**Run 1: placed cells, one color a class**

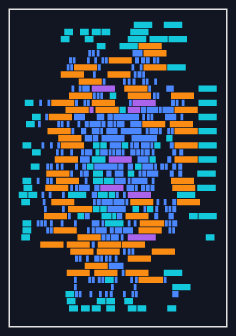
**Run 1: routed clock nets over the placement**

Bar = 20 um.
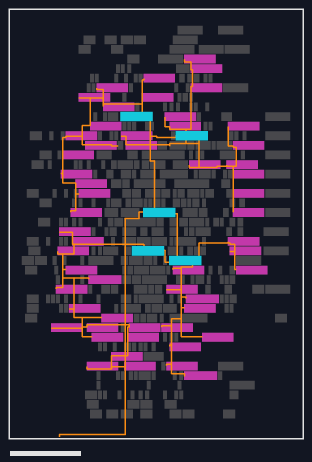
**Run 1: wiring heat map**

17 x 24 tiles, from dark blue (low) to red (high), scaled to the fullest tile. Values are wire area over tile area, all layers added.
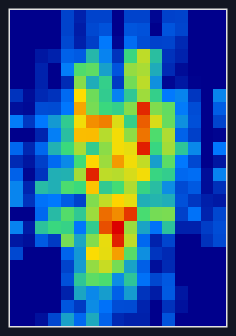
**Run 1: where the registers sit**

Other sequential cells in the stronger gray, the rest of the logic in the fainter gray.
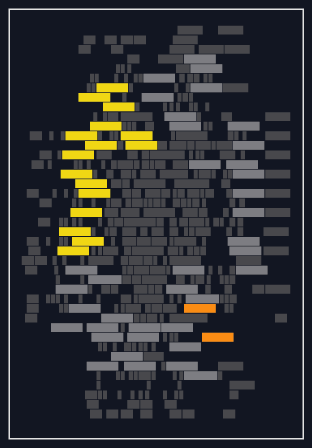
--- config.mk ---
export PLATFORM = sky130hd
export DESIGN_NAME = cla_seq_adder
export DESIGN_NICKNAME = d
export VERILOG_FILES = /design/src/rtl/cla_seq_adder.sv
export SDC_FILE = /design/constraint.sdc
export NUM_CORES = 1
export LEC_CHECK = 0
export ABC_AREA = 1
export CAP_MARGIN = 20
export CORE_ASPECT_RATIO = 1.5
export CORE_MARGIN = 3
export CORE_UTILIZATION = 30
export CTS_CLUSTER_SIZE = 12
export DETAILED_ROUTE_END_ITERATION = 7
export SLEW_MARGIN = 20
export SYNTH_ARGS = -nofsm -noshare
export SYNTH_HDL_FRONTEND = slang
export SYNTH_SLANG_ARGS = --single-unit
--- constraint.sdc ---
create_clock -name clk -period 2 [get_ports clk]
set_clock_uncertainty 0.2 [all_clocks]
set_input_delay 0.6 -clock clk [delete_from_list [all_inputs] [get_ports clk]]
set_output_delay 0.6 -clock clk [all_outputs]
set_load 0.05 [all_outputs]
--- src/rtl/cla_seq_adder.sv ---
// Multi-cycle WIDTH-bit adder: one 4-bit carry-lookahead slice swept LSB nibble first.
// Optional signed-overflow output enabled by defining SEQ_ADD_OVF_EN.

module four_bit_cla (
    input  logic [3:0] x,
    input  logic [3:0] y,
    input  logic       cin,
    output logic [3:0] s,
    output logic       g_out,
    output logic       p_out
);
    logic [3:0] g;
    logic [3:0] p;
    logic [3:0] c;

    assign g = x & y;
    assign p = x ^ y;

    // Lookahead carries into each bit position, all from cin in two gate levels
    assign c[0] = cin;
    assign c[1] = g[0] | (p[0] & cin);
    assign c[2] = g[1] | (p[1] & g[0]) | (p[1] & p[0] & cin);
    assign c[3] = g[2] | (p[2] & g[1]) | (p[2] & p[1] & g[0]) | (p[2] & p[1] & p[0] & cin);

    assign s     = p ^ c;
    assign g_out = g[3] | (p[3] & g[2]) | (p[3] & p[2] & g[1]) | (p[3] & p[2] & p[1] & g[0]);
    assign p_out = &p;
endmodule

module cla_seq_adder #(
    parameter int unsigned WIDTH = 16
) (
    input  logic             clk,
    input  logic             reset,
    input  logic             in_valid,
    output logic             in_ready,
    input  logic [WIDTH-1:0] a,
    input  logic [WIDTH-1:0] b,
    input  logic             cin,
    output logic             out_valid,
    input  logic             out_ready,
    output logic [WIDTH-1:0] sum,
    output logic             cout
`ifdef SEQ_ADD_OVF_EN
    ,
    output logic             ovf
`endif
);
    localparam int unsigned NIB = WIDTH / 4;
    localparam int unsigned K_W = (NIB > 1) ? $clog2(NIB) : 1;
    localparam logic [K_W-1:0] K_LAST = K_W'(NIB - 1);

    typedef enum logic [1:0] {
        IDLE = 2'd0,
        RUN  = 2'd1,
        DONE = 2'd2
    } state_t;

    state_t           state;
    logic [WIDTH-1:0] op_a;
    logic [WIDTH-1:0] op_b;
    logic             carry;
    logic [K_W-1:0]   k;

    logic [3:0] slice_x;
    logic [3:0] slice_y;
    logic [3:0] slice_s;
    logic       slice_g;
    logic       slice_p;

    // Current nibble of each operand; {k,2'b00} is the bit offset 4k
    assign slice_x = op_a[{k, 2'b00} +: 4];
    assign slice_y = op_b[{k, 2'b00} +: 4];

    four_bit_cla u_cla (
        .x     (slice_x),
        .y     (slice_y),
        .cin   (carry),
        .s     (slice_s),
        .g_out (slice_g),
        .p_out (slice_p)
    );

    // The carry register holds the top-nibble group carry once DONE is reached
    assign cout = carry;

    // Control FSM with handshake flags registered alongside the state
    always_ff @(posedge clk or posedge reset) begin
        if (reset) begin
            state     <= IDLE;
            in_ready  <= 1'b1;
            out_valid <= 1'b0;
            op_a      <= '0;
            op_b      <= '0;
            carry     <= 1'b0;
            k         <= '0;
            sum       <= '0;
`ifdef SEQ_ADD_OVF_EN
            ovf       <= 1'b0;
`endif
        end else begin
            case (state)
                IDLE: begin
                    if (in_valid) begin
                        op_a     <= a;
                        op_b     <= b;
                        carry    <= cin;
                        k        <= '0;
                        in_ready <= 1'b0;
                        state    <= RUN;
                    end
                end
                RUN: begin
                    sum[{k, 2'b00} +: 4] <= slice_s;
                    carry                <= slice_g | (slice_p & carry);
                    if (k == K_LAST) begin
                        out_valid <= 1'b1;
                        state     <= DONE;
`ifdef SEQ_ADD_OVF_EN
                        ovf <= (op_a[WIDTH-1] == op_b[WIDTH-1]) && (slice_s[3] != op_a[WIDTH-1]);
`endif
                    end else begin
                        k <= k + K_W'(1);
                    end
                end
                DONE: begin
                    if (out_ready) begin
                        out_valid <= 1'b0;
                        in_ready  <= 1'b1;
                        state     <= IDLE;
                    end
                end
                default: begin
                    out_valid <= 1'b0;
                    in_ready  <= 1'b1;
                    state     <= IDLE;
                end
            endcase
        end
    end
endmodule

==> flow_summary.json, run 1 <==
{
  "fin_ws_ps": -242.0,
  "maxCapViolCount": 0,
  "vdd_ir_drop_max_v": 0.0008769,
  "place_hpwl_um": 4952,
  "ioPinCount": 56,
  "met1Wirelength_um": 2597,
  "syn_inst": 319,
  "slew_viol_final": 0,
  "route.detailed.drc": 0,
  "die.size.x_um": 82.89,
  "post_drt_via_cell_ratio": 4.656,
  "grt_util_all_layers_pct": 13.05,
  "grt_overflow_total": 0,
  "tightest_slew_ps": 288.8,
  "grt_pass1_wl_um": 10800,
  "finalSetupViolCount": 17,
  "synthArstFlopShare_pct": 100.0,
  "failed_checks": "setup timing",
  "met3_length_um": 158,
  "cts.clk_slew.worst_paths_ps": 70,
  "yosysWarnings": 0,
  "intPower_w": 0.004696,
  "fillers": 812,
  "status": "complete, but fails checks",
  "maxClockFrequency_ghz": 0.4460,
  "cts.sinks": 55,
  "core_area_um2": 8516,
  "final_nets": 447,
  "yosysChipArea_um2": 2660,
  "hp-start": "op_a[0]",
  "ys_cells": 319,
  "tool_warnings": 35,
  "drt_pass1_iterations": 4,
  "antenna_found_initial": 0,
  "synth.area.top_cells": "dfrtp_1, nand2_1, ha_1",
  "cts.htree.levels": 2,
  "clockBufferDepth": 2,
  "io_buffer_count": 55,
  "syn_area_um2": 2660,
  "worst_path_most_repeated_cell": "nand2_2",
  "rows": 41
}
-- 'placed cells, one color a class' (at the start) --
legend:
  orange:
    class: sequential cells
    cells: 55
    share_of_their_area: 35%
  blue:
    class: combinational and other logic
    cells: 253
    share_of_their_area: 36%
  purple:
    class: clock drivers and dummy loads
    cells: 8
    share_of_their_area: 4.4%
  cyan:
    class: remaining buffers and delay cells
    cells: 83
    share_of_their_area: 25%

-- 'routed clock nets over the placement' (at the start) --
legend:
  cyan:
    item: clock drivers
    count: 5
  magenta:
    item: flip-flops
    count: 55
  orange:
    item: clock wires
    length: 613 um
routed clock nets: 6
Latency at later pin: 290 ps
clock-net power: 0.000994 W
clock share of power: 11.8%

-- 'wiring heat map' (at the start) --
densest ninth of the die: center
tiles over half the peak: 21%
emptiest ninth of the die: south-east
fullest tile: 0.40
nearly empty tiles: 25%
wire per inst: 13.34 um
via count: 2,356

-- 'where the registers sit' (at the start) --
legend:
  orange:
    name_in_the_netlist: `state`
    sequential_cells: 2
  yellow:
    name_in_the_netlist: `op_a`
    sequential_cells: 16
not colored: 37
Final Core Density: 48.50%
seq pwr: 0.00209 W
register area: 1380 um2
sequential share of cell area: 33.41%

-- run 1: sequential cells by signal, summed over array words and instances, names as in the netlist --
signal and count:
op_a 16, op_b 16, sum 16, k 2, state 2, cout 1, in_ready 1, out_valid 1
-- run 1: stage by stage --
step	std cells	power [W]	setup WS [ps]	hold WS, ps	cell area (um2)
3_5_place_dp	491	0.006482	-189.0	267.7	3694
6_report	506	0.008442	-242.0	284.4	4130
4_1_cts	500	0.007729	-165.7	287.2	3908
2_1_floorplan	319	0.004704	-58.77	243.6	2711
5_1_grt	506	0.009007	-318.2	317.4	4130
3_3_place_gp	491	0.006396	-123.4	267.7	3694
-- run 1: how the worst max path moves through the flow --
| stage | from | end | slack, ps | depth (start not counted) |
|---|---|---|---|---|
| final | k[0] | sum[7] | -240 | 13 |
| after global routing | k[0] | sum[15] | -320 | 12 |
| after detailed placement | k[0] | sum[10] | -190 | 9 |
| after global placement | k[0] | sum[7] | -120 | 13 |
| after CTS | k[0] | sum[15] | -170 | 11 |
| after floorplan | k[0] | sum[7] | -60 | 13 |
-- run 1: tightest hold or removal path: stages (launching register included) --
cell and delay [ps]:
dfrtp_1 340, nand2_1 60, nand2_1 50
-- run 1: repair_timing --
item / in CTS / in global routing
gates cloned: 0 / 2
hold buffers: 0 / 0
buffers inserted: 1 / 4
pin swaps: 3 / 16
endpoints found under the setup margin: 16 / 17
resized: 11 / 43
-- run 1: power groups by stage --
stage | sequential [W] | combinational, W | clock, W
final | 0.00209 | 0.00536 | 0.000994
after CTS | 0.00204 | 0.00468 | 0.00101
after detailed placement | 0.00205 | 0.00443 | 0
after floorplan | 0.00244 | 0.00226 | 0
after global routing | 0.00215 | 0.00581 | 0.00105
after global placement | 0.00205 | 0.00435 | 0
-- run 1: cell families after synthesis --
logic type | Yosys count | share of synthesized area, %
flops | 55 | 51.79
simple gates | 175 | 26.62
buf+inv | 28 | 4.797
fa+ha+maj | 12 | 5.927
compound gates | 47 | 9.925
xor+xnor | 2 | 0.9410
-- run 1: placed cells by master, fill, tap and decap left out, drive strengths merged --
master,Yosys,layout
a21oi,1,1
a32oi,1,1
buf,8,47
bufinv,0,1
clkbuf,3,6
clkdlybuf4s50,0,36
clkinv,1,1
clkinvlp,0,1
dfrtp,54,54
dfstp,1,1
fa,1,1
ha,11,11
inv,16,16
nand2,134,134
nand3,7,7
nand4,3,3
nor2,28,28
nor3,2,2
o21ai,35,35
o22ai,8,8
o31ai,2,2
or2,1,1
xnor2,1,1
xor2,1,1
-- run 1: final cells by class --
class | count | area [um2] | area share [%]
sequential | 55 | 1380 | 33.41
multi-input combinational | 236 | 1360 | 32.93
timing repair buffer | 83 | 1010 | 24.45
clock buffer | 6 | 138.9 | 3.363
tap | 107 | 133.9 | 3.241
inverter | 17 | 72.57 | 1.757
clock inverter | 2 | 35.03 | 0.8482
-- run 1: layer usage --
layer  track usage, %  up-vias
li1                 -     1182
met1            14.73     1107
met2            24.35       53
met3            1.427       14
met4            6.033        0
met5                0        -
==> run 2, diff against run 1 <==
--- a/config.mk
+++ b/config.mk
@@ -6,6 +6,7 @@
 export NUM_CORES = 1
 export LEC_CHECK = 0
 export ABC_AREA = 1
+export ABC_CLOCK_PERIOD_IN_PS = 2000
 export CAP_MARGIN = 20
 export CORE_ASPECT_RATIO = 1.5
 export CORE_MARGIN = 3
**Run 2: routed clock nets over the placement**

Bar = 20 um.
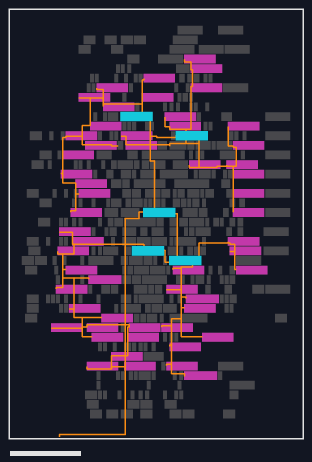
legend:
  orange:
    item: clock wires
    length: 613 um
  magenta:
    item: flip-flops
    count: 55
  cyan:
    item: clock drivers
    count: 5
routed clock nets: 6

**Run 2: wiring heat map**

17 x 24 tiles, from dark blue (low) to red (high), scaled to the fullest tile. Values are wire area over tile area, all layers added.
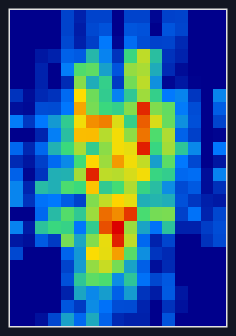
densest ninth of the die: center
mean over tiles: 0.10
nearly empty tiles: 25%
tiles over half the peak: 21%

**Run 2: where the registers sit**

Other sequential cells in the stronger gray, the rest of the logic in the fainter gray.
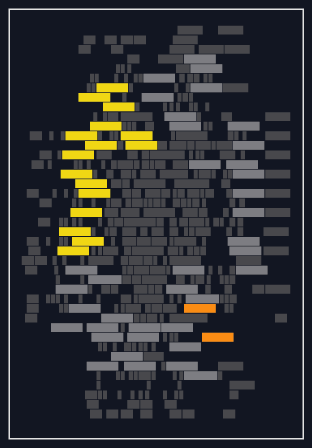
legend:
  orange:
    name_in_the_netlist: `state`
    sequential_cells: 2
  yellow:
    name_in_the_netlist: `op_a`
    sequential_cells: 16

==> run 2 against run 1 <==
Net effect:
- the run still ends with setup timing left
- clock power is essentially flat
- sequential share of layout area is the same
- sequential power is essentially flat
- first-iteration DRC count is the same
- core utilization is the same
- non-clock buffer count is the same
- setup slack is the same
- wire length is the same
- die size is the same
- maximum frequency is the same
- synthesized cell count is the same
- via count is the same
- critical endpoint unchanged
- largest power group unchanged
==> flow_summary.json, run 2 <==
{
  "finalHoldWorstSlack_ps": 284.4,
  "die.size.x_um": 82.89,
  "worst_path_most_repeated_cell": "nand2_2",
  "fillers": 812,
  "cts.sinks": 55,
  "drt_pass1_iterations": 4,
  "grt_util_all_layers_pct": 13.05,
  "fin_ws_ps": -242.0,
  "finalSetupViolCount": 17,
  "vias": 2356,
  "power_w": 0.008442,
  "ys_sh_aoi_pct": 9.925,
  "cts.htree.levels": 2,
  "ioPinCount": 56,
  "synth-simple-area-share_pct": 26.62,
  "maxCapViolCount": 0,
  "status": "complete, but fails checks",
  "syn_area_um2": 2660,
  "ys_sh_adder_pct": 5.927,
  "maxClockFrequency_ghz": 0.4460,
  "grt.met1_usage_pct": 14.73,
  "failed_checks": "setup timing",
  "route.detailed.drc": 0,
  "largestRegisters": "op_a x16, op_b x16, sum x16",
  "lay_top_count": "nand2_1",
  "crit_start": "k[0]",
  "dpl.cell_count": 491,
  "final_cells": 506,
  "io_buffer_count": 55,
  "grtUsageMet3_pct": 1.427
}
==> run 2: cell counts after synthesis <==
Identical to the previous run, type by type.
==> run 2: worst max-delay path by stage <==
| stage | to | cells past startpoint | slack, ps |
|---|---|---|---|
| 5_1_grt | sum[15] | 12 | -320 |
| 4_1_cts | sum[15] | 11 | -170 |
| 6_report | sum[7] | 13 | -240 |
| 2_1_floorplan | sum[7] | 13 | -60 |
| 3_3_place_gp | sum[7] | 13 | -120 |
| 3_5_place_dp | sum[10] | 9 | -190 |
==> run 2: routing by layer <==
layer,up-vias,part of all wire (%)
li1,1182,-
met5,-,0
met1,1107,38
met3,14,2.3
met4,0,2.4
met2,53,57
==> run 2: kinds of logic after synthesis <==
kind of cell,Yosys count
buffers and inverters,28
adders and majority gates,12
and+or+nand+nor,175
AOI/OAI and AO/OA,47
xor gates and xnor gates,2
DFF,55
==> run 2: final cells by class <==
type / count / area (um2) / share of cell area, %
Clock buffer: 6 / 138.9 / 3.363
Clock inverter: 2 / 35.03 / 0.8482
Multi-Input combinational cell: 236 / 1360 / 32.93
Sequential cell: 55 / 1380 / 33.41
Tap cell: 107 / 133.9 / 3.241
Inverter: 17 / 72.57 / 1.757
Timing Repair Buffer: 83 / 1010 / 24.45
==> run 2: stage by stage <==
| step | setup TNS (ps) | cell area [um2] | util [%] |
|---|---|---|---|
| finish | -2509 | 4130 | 48.50 |
| global route | -4221 | 4130 | 48.50 |
| CTS | -1580 | 3908 | 45.89 |
| detailed placement | -1672 | 3694 | 43.37 |
| global placement | -803.8 | 3694 | 43.37 |
| floorplan | -258.9 | 2711 | - |
==> run 2: repair_timing <==
action                                  in CTS  in global routing
buffers inserted                             1                  4
pin swaps                                    3                 16
gates resized                               11                 43
endpoints found under the setup margin      16                 17
cloned                                       0                  2
==> run 2: critical path: cells and delay by family (launching register included) <==
family          cells  cell delay, ps
fa+ha+maj           1             240
flops               1             460
buf+inv             2             240
compound gates      1             220
simple gates        9             810
==> run 2: power breakdown <==
group          internal [W]  switching, W
clock              0.000623      0.000372
combinational       0.00245       0.00291
sequential          0.00163      0.000459
==> run 3, diff against run 2 <==
--- a/config.mk
+++ b/config.mk
@@ -17,3 +17,4 @@
 export SYNTH_ARGS = -nofsm -noshare
 export SYNTH_HDL_FRONTEND = slang
 export SYNTH_SLANG_ARGS = --single-unit
+export TNS_END_PERCENT = 30
**Run 3: met4 routing**

Cells faint in the background.
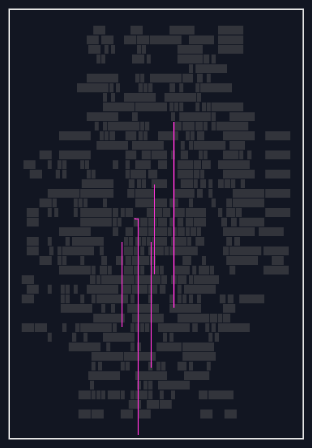
wire length on this layer: 199 um
main direction: vertical
nets with wire on the layer: 5

**Run 3: wiring heat map**

17 x 24 tiles, from dark blue (low) to red (high), scaled to the fullest tile. Values are wire area over tile area, all layers added.
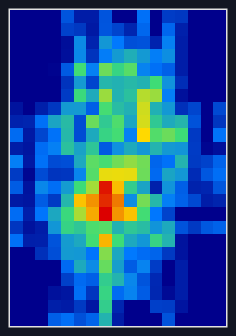
densest ninth of the die: center
fullest tile: 0.47
tiles over half the peak: 12%
nearly empty tiles: 27%
mean over tiles: 0.10
via count: 2,252
wire per inst: 12.97 um
Tot GR Track Use: 13.55%

**Run 3: the clock network**

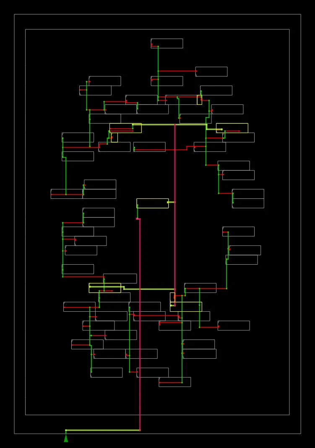
total CTS buffers: 5
Seq Cell Count: 55

==> run 3 against run 2 <==
Net effect:
- critical path type unchanged
- core utilization decreased by 2.8 points
- clock power shrank 16%
- total power down 12%
- the flow still finishes with violations (setup timing)
- worst hold slack worse by 8.3 ps
==> flow_summary.json, run 3 <==
{
  "status": "complete, but fails checks",
  "failed_checks": "setup timing",
  "ioPinCount": 56,
  "max_stage_delay_ps": 430,
  "maxCapViolCount": 0,
  "crit_start": "k[0]",
  "r2r_end": "sum[9]",
  "cts.htree.levels": 2,
  "final_cells": 500,
  "syn-num-nets": 368,
  "largestRegisters": "op_a x16, op_b x16, sum x16",
  "r2r-start": "k[0]",
  "yosysChipArea_um2": 2660,
  "post_drt_via_cell_ratio": 4.504,
  "drt_pass1_iterations": 4,
  "worstPathArrival_ps": 2120,
  "syn_area_um2": 2660,
  "die.size.x_um": 82.89,
  "cts.sinks": 55,
  "yosysWarnings": 0,
  "dpl.cell_count": 489,
  "io_buffer_count": 55,
  "route.detailed.drc": 0,
  "lay_top_count": "nand2_1",
  "critPathRequiredTime_ps": 2010,
  "fin_ws_ps": -116.5,
  "power_w": 0.007431,
  "place_congestion": 0.8427,
  "edf_count": 0,
  "setup_tns_ps": -946.0,
  "ys_cells": 319,
  "cts-root-buf": "clkbuf_16",
  "drtIter0Drc": 158,
  "vdd_ir_drop_max_v": 0.0008176,
  "final_nets": 441,
  "slowest_stage": "dfrtp_2",
  "finalHoldWorstSlack_ps": 276.0,
  "endpoint": "sum[9]",
  "grt_overflow_total": 0,
  "critical_path.cell_chain": "buf_8 -> o21ai_1 -> o22ai_2 -> fa_2 -> xnor2_2 -> buf_4 -> o31ai_2",
  "finalSetupViolCount": 14,
  "grt_pass1_vias": 2299,
  "core_area_um2": 8516,
  "cts_hold_buf": 0,
  "maxClockFrequency_ghz": 0.4725
}
## run 3: cell types whose count changed in the layout (fill, tap and decap cells not counted), moves of 5 or more
| cell | delta |
|---|---|
| nor2_1 | +6 |
| o21ai_2 | -6 |
| buf_6 | -5 |
| o21ai_1 | +5 |
## run 3: layout make-up
cell class                 count  area [um2]
clock buffer                   7       132.6
clock inverter                 1       5.005
fill                         882        4623
inverter                      17       72.57
multi-input combinational    236        1205
sequential                    55        1380
tap                          107       133.9
timing repair buffer          77       963.4
## run 3: where the power goes
part           switching [W]  leakage (nW)  internal [W]
Sequential          0.000441         0.699       0.00163
Combinational        0.00250          1.10       0.00203
Clock               0.000371        0.0679      0.000463
## run 3: metrics by stage
step	worst slack, ps	util [%]	cell area, um2
after global routing	-238.4	45.71	3892
after floorplan	-70.90	-	2688
final	-116.5	45.71	3892
after detailed placement	-207.0	43.11	3671
after CTS	-137.6	45.03	3835
after global placement	-147.3	43.11	3671
## run 3: worst max-delay path, delay by kind of cell, from the launching register on
kind,cells,cell delay (ps)
buffers and inverters,2,300
AOI/OAI and AO/OA,3,530
xor gates and xnor gates,1,160
adders and majority gates,1,400
DFF,1,430
## run 3: layer usage
metal,GRT usage [%],part of all wire [%]
met1,15.16,40
met2,24.85,54
met3,2.446,3.0
met4,6.033,3.1
met5,0,0
## run 3: repair_timing
action,CTS,global route
pin swaps,2,5
buffers inserted,0,3
setup endpoints to repair,17,18
gates resized,11,11
## run 3: cells by family (layout without fill, tap and decap cells)
kind of cell	Yosys count	count (layout)	synth area share, %
XOR/XNOR	2	2	0.9410
flip-flops	55	55	51.79
buffers and inverters	28	102	4.797
AND/OR/NAND/NOR	175	175	26.62
adder cells (fa/ha/maj)	12	12	5.927
AND-OR/OR-AND	47	47	9.925
## run 3: how the worst min path moves through the flow
| stage | to | startpoint | cells past startpoint | slack [ps] |
|---|---|---|---|---|
| 2_1_floorplan | op_a[11] | op_a[11] | 2 | 240 |
| 3_3_place_gp | op_b[11] | op_b[11] | 2 | 270 |
| 3_5_place_dp | op_a[4] | op_a[4] | 2 | 260 |
| 4_1_cts | op_a[4] | op_a[4] | 2 | 280 |
| 5_1_grt | op_b[3] | op_b[3] | 2 | 310 |
| 6_report | op_a[4] | op_a[4] | 2 | 280 |
No activity file was given, so power comes from the tool's default toggle rates.
